Figure 1. Supply network.
Pins as bars on the die edge.
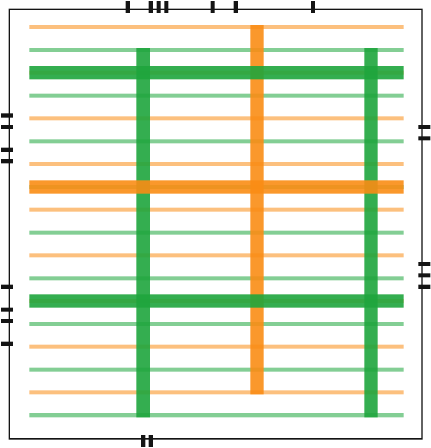
Figure 2. Logic cells by family.
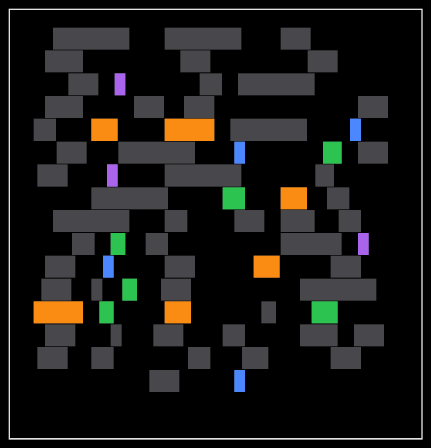
Figure 3. Cell classes on the final placement.
Scale bar: 10 um. Fill, decap, tap and diode cells in grey.
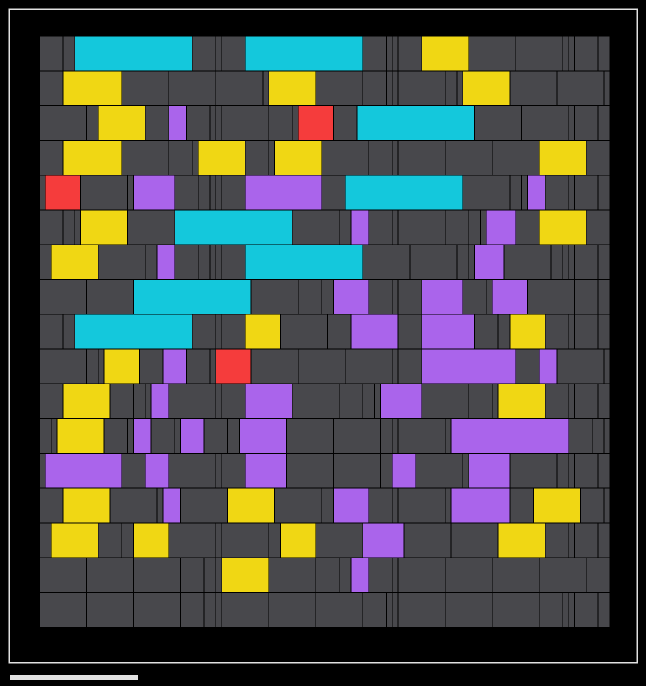
Figure 4. Where the registers sit.
Other sequential cells in the stronger grey, the rest of the logic in the fainter grey.
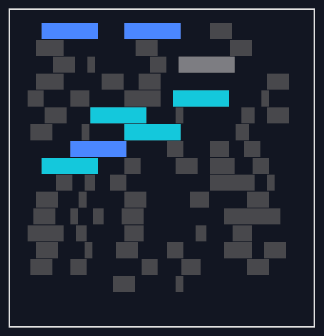
Figure 5. Clock routing.
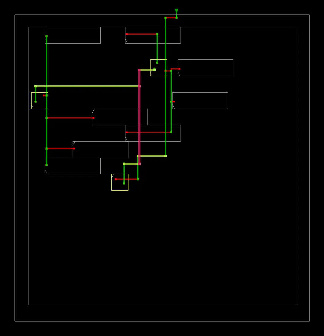
==> src/rtl/binary_to_gray_counter.sv <==
// rtl/binary_to_gray_counter.sv - registered up/down binary counter with flopped Gray output
//
// Purpose:
//   Up/down binary counter whose count is also presented in Gray code. The
//   Gray value is computed from the next binary state and registered, so the
//   gray output comes straight from a flop. This makes it usable as an
//   async-FIFO pointer that crosses clock domains.
//
// Ports:
//   clk        in   1      rising-edge clock
//   rst        in   1      asynchronous active-high reset
//   en         in   1      count enable, one step per cycle while high
//   up         in   1      direction: 1 = increment, 0 = decrement
//   load       in   1      synchronous load of load_bin, takes priority over en
//   load_bin   in   WIDTH  binary value to load
//   binary     out  WIDTH  registered binary count
//   gray       out  WIDTH  registered Gray code of binary
//   gray_next  out  WIDTH  combinational Gray value for the next edge
//                          (same-domain compares only, never cross domains)
//   wrap       out  1      registered one-cycle pulse on a count wrap

module binary_to_gray_counter #(
  parameter int WIDTH = 4
) (
  input  logic             clk,
  input  logic             rst,
  input  logic             en,
  input  logic             up,
  input  logic             load,
  input  logic [WIDTH-1:0] load_bin,
  output logic [WIDTH-1:0] binary,
  output logic [WIDTH-1:0] gray,
  output logic [WIDTH-1:0] gray_next,
  output logic             wrap
);

  localparam logic [WIDTH-1:0] ONE = WIDTH'(1);

  logic [WIDTH-1:0] r_binary;
  logic [WIDTH-1:0] r_gray;
  logic             r_wrap;

  logic [WIDTH-1:0] w_bin_next;
  logic [WIDTH-1:0] w_gray_next;
  logic             w_wrap_next;

  // Load wins over en; up and load_bin are only looked at when they matter,
  // so X on them while idle cannot reach the state.
  always_comb begin
    w_bin_next  = r_binary;
    w_wrap_next = 1'b0;
    if (load) begin
      w_bin_next = load_bin;
    end else if (en) begin
      if (up) begin
        w_bin_next  = r_binary + ONE;
        w_wrap_next = &r_binary;
      end else begin
        w_bin_next  = r_binary - ONE;
        w_wrap_next = ~|r_binary;
      end
    end
  end

  // Gray is derived from the next binary state so the flopped gray output
  // needs no logic after the register.
  assign w_gray_next = w_bin_next ^ (w_bin_next >> 1);

  always_ff @(posedge clk or posedge rst) begin
    if (rst) begin
      r_binary <= '0;
      r_gray   <= '0;
      r_wrap   <= 1'b0;
    end else begin
      r_binary <= w_bin_next;
      r_gray   <= w_gray_next;
      r_wrap   <= w_wrap_next;
    end
  end

  assign binary    = r_binary;
  assign gray      = r_gray;
  assign wrap      = r_wrap;
  assign gray_next = w_gray_next;

endmodule
==> config.mk <==
export PLATFORM = sky130hd
export DESIGN_NAME = binary_to_gray_counter
export DESIGN_NICKNAME = d
export VERILOG_FILES = /design/src/rtl/binary_to_gray_counter.sv
export SDC_FILE = /design/constraint.sdc
export NUM_CORES = 1
export LEC_CHECK = 0
export CAP_MARGIN = 10
export CELL_PAD_IN_SITES_DETAIL_PLACEMENT = 2
export CELL_PAD_IN_SITES_GLOBAL_PLACEMENT = 2
export CORE_AREA = 2 2 47 49
export DETAILED_ROUTE_END_ITERATION = 7
export DIE_AREA = 0 0 49 51
export HOLD_SLACK_MARGIN = 0.05
export PLACE_DENSITY_LB_ADDON = 0.1
export SLEW_MARGIN = 15
export SYNTH_ARGS = -nofsm -noshare
export SYNTH_HDL_FRONTEND = slang
export SYNTH_SLANG_ARGS = --single-unit
==> constraint.sdc <==
create_clock -name clk -period 3.9 [get_ports clk]
set_input_delay 0.78 -clock clk [delete_from_list [all_inputs] [get_ports clk]]
set_output_delay 0.78 -clock clk [all_outputs]
set_load 0.005 [all_outputs]
==> flow_metrics.py <==
# Flow results
metrics = {
    "detailed_routing": {
        "drtIter0Drc": 1,
        "drtAntennaViolNets": 0,
        "drt-pass1-iter-count": 4,
    },
    "synthesis": {
        "area_leaders": "dfrtp_1 (43%), xnor2_1 (7.5%), ha_1 (5.4%), buf_4 (4.9%), fa_1 (4.3%)",
        "fp_nets": 56,
        "async_flop_share_pct": 100,
        "most_common_cell": "dfrtp_1",
        "postSynthSeqShare_pct": 43.1,
        "yosysTopAreaCell": "dfrtp_1",
        "yosysUniqueCellTypes": 22,
    },
    "global_route": {
        "grtUsageTotal_pct": 12.3,
        "grt_antenna_before_repair": 0,
        "grt_max_degree": 9,
    },
    "timing": {
        "worst_slew_pin_slew_ns": 0.405,
        "setup_viol": 0,
        "min_period_ns": 3.75,
        "relSlewSlack_pct": 72.7,
        "finalHoldViolCount": 0,
        "fin_crit_sh_pct": 96.3,
    },
    "power": {
        "p_switching_uw": 95.8,
    },
    "run_status": {
        "status": "completed",
    },
    "die": {
        "fp_util_pct": 22.5,
    },
    "clocking": {
        "cts_root_buffer": "clkbuf_4",
        "cts_tree": "built",
    },
    "setup_path": {
        "cp_data_arrival_time_ns": 2.97,
    },
}
-- Figure 1 (at the start) --
net	colour
VDD	orange
VSS	green
met4 straps	3
signal pins	22
rows	17
met1 rails	18
met5 straps	3
die height: 51 um
Die W: 49 um
CORE AREA: 0.00206 mm2
VDD IR-drop max: 0.000238 V

-- Figure 2 (at the start) --
family	colour	cells
xor and xnor cells	orange	6
aoi and oai cells	green	6
nor cells	blue	4
inv cells	purple	3

-- Figure 3 (at the start) --
class	colour	cells
remaining buffers and delay cells	yellow	26
remaining logic cells	purple	33
clock-net drivers	red	3
registers	cyan	8
Cell Rows: 17
Seq area share: 25.6%
Layout Cell Area excl Fill: 783 um2

-- Figure 4 (at the start) --
signal	colour	sequential cells
gray	blue	3
binary	cyan	4
Final Core Density: 38.0%
FF+latch area: 200 um2
Seq power: 115 uW

-- Figure 5 (at the start) --
Fin Clk Skew: 0.00126 ns
worst-skew pair later-pin latency: 0.26 ns
Power Clock: 63.4 uW

==> flip-flops by register name, summed over array words and instances, names as in the netlist <==
name / cells
wrap: 1
gray: 3
binary: 4
==> cell type report <==
| cell class | count | area (um2) | area share (%) |
|---|---|---|---|
| inverter | 3 | 11.3 | 1.44 |
| multi-input combinational | 30 | 262 | 33.4 |
| timing repair buffer | 26 | 253 | 32.3 |
| sequential | 8 | 200 | 25.6 |
| clock buffer | 3 | 22.5 | 2.88 |
| tap | 28 | 35.0 | 4.47 |
==> layer usage <==
layer / vias to the layer above / GRT usage (%) / wire length [um]
li1: 199 / - / -
met5: - / 0 / 0
met4: 0 / 8.57 / 15
met3: 3 / 4.39 / 83
met2: 18 / 18.3 / 651
met1: 190 / 14.9 / 555
==> through the flow <==
step | TNS [ns] | setup slack (ns)
finish | 0 | 0.146
global route | 0 | 0.0124
CTS | 0 | 0.0286
detailed placement | -0.0626 | -0.0626
global placement | 0 | 0.0302
floorplan | 0 | 1.12
==> repair_timing <==
action                     CTS  global route
setup endpoints to repair    1             3
gates resized                2             5
setup buffers                0             0
cloned                       0             0
==> cells in the final DEF (no fill, tap or decap), drive strengths merged, types with 2 or more instances in the layout <==
cell           Yosys  routed
clkdlybuf4s50      0      19
inv                3       3
clkbuf             0       3
xnor2              4       4
xor2               2       2
dlymetal6s2s       0       2
buf                3       5
dfrtp              8       8
nand2              2       2
ha                 2       2
mux2i              2       2
o21ai              2       2
a21oi              2       2
nor2               4       4
==> power by group through the flow <==
stage / logic [mW] / registers, mW / clock network [mW]
global placement: 0.136 / 0.116 / 0
finish: 0.143 / 0.115 / 0.0634
CTS: 0.143 / 0.115 / 0.0684
global route: 0.156 / 0.119 / 0.0717
floorplan: 0.0529 / 0.114 / 0
detailed placement: 0.136 / 0.116 / 0
==> worst register-to-register path, stage by stage, from the launching register on <==
cell	delay [ns]
dfrtp_1	0.46
ha_4	0.32
nand3_1	0.10
and4b_1	0.19
or3_4	0.39
xor2_2	0.16
==> kinds of logic (layout without fill, tap and decap cells) <==
| family | after synthesis | count (layout) | synth area share (%) |
|---|---|---|---|
| AND-OR/OR-AND | 7 | 7 | 9.16 |
| adder cells (fa/ha/maj) | 3 | 3 | 9.70 |
| AND/OR/NAND/NOR | 12 | 12 | 15.1 |
| flip-flops | 8 | 8 | 43.1 |
| multiplexers | 2 | 2 | 4.31 |
| buffers and inverters | 6 | 32 | 7.28 |
| XOR/XNOR | 6 | 6 | 11.3 |
==> worst paths after layout <==
path	cells after the start	end	slack (ns)	start
setup / recovery	8	gray_next[2]	0.15	up
hold / removal	2	wrap	0.69	binary[3]
hold reg to reg	2	wrap	0.69	binary[3]
setup reg to reg	5	gray[2]	2.17	binary[2]
max in group asynchronous	2	wrap	2.90	rst
min in group asynchronous	2	gray[0]	0.77	rst
Power and IR drop assume default switching activity.
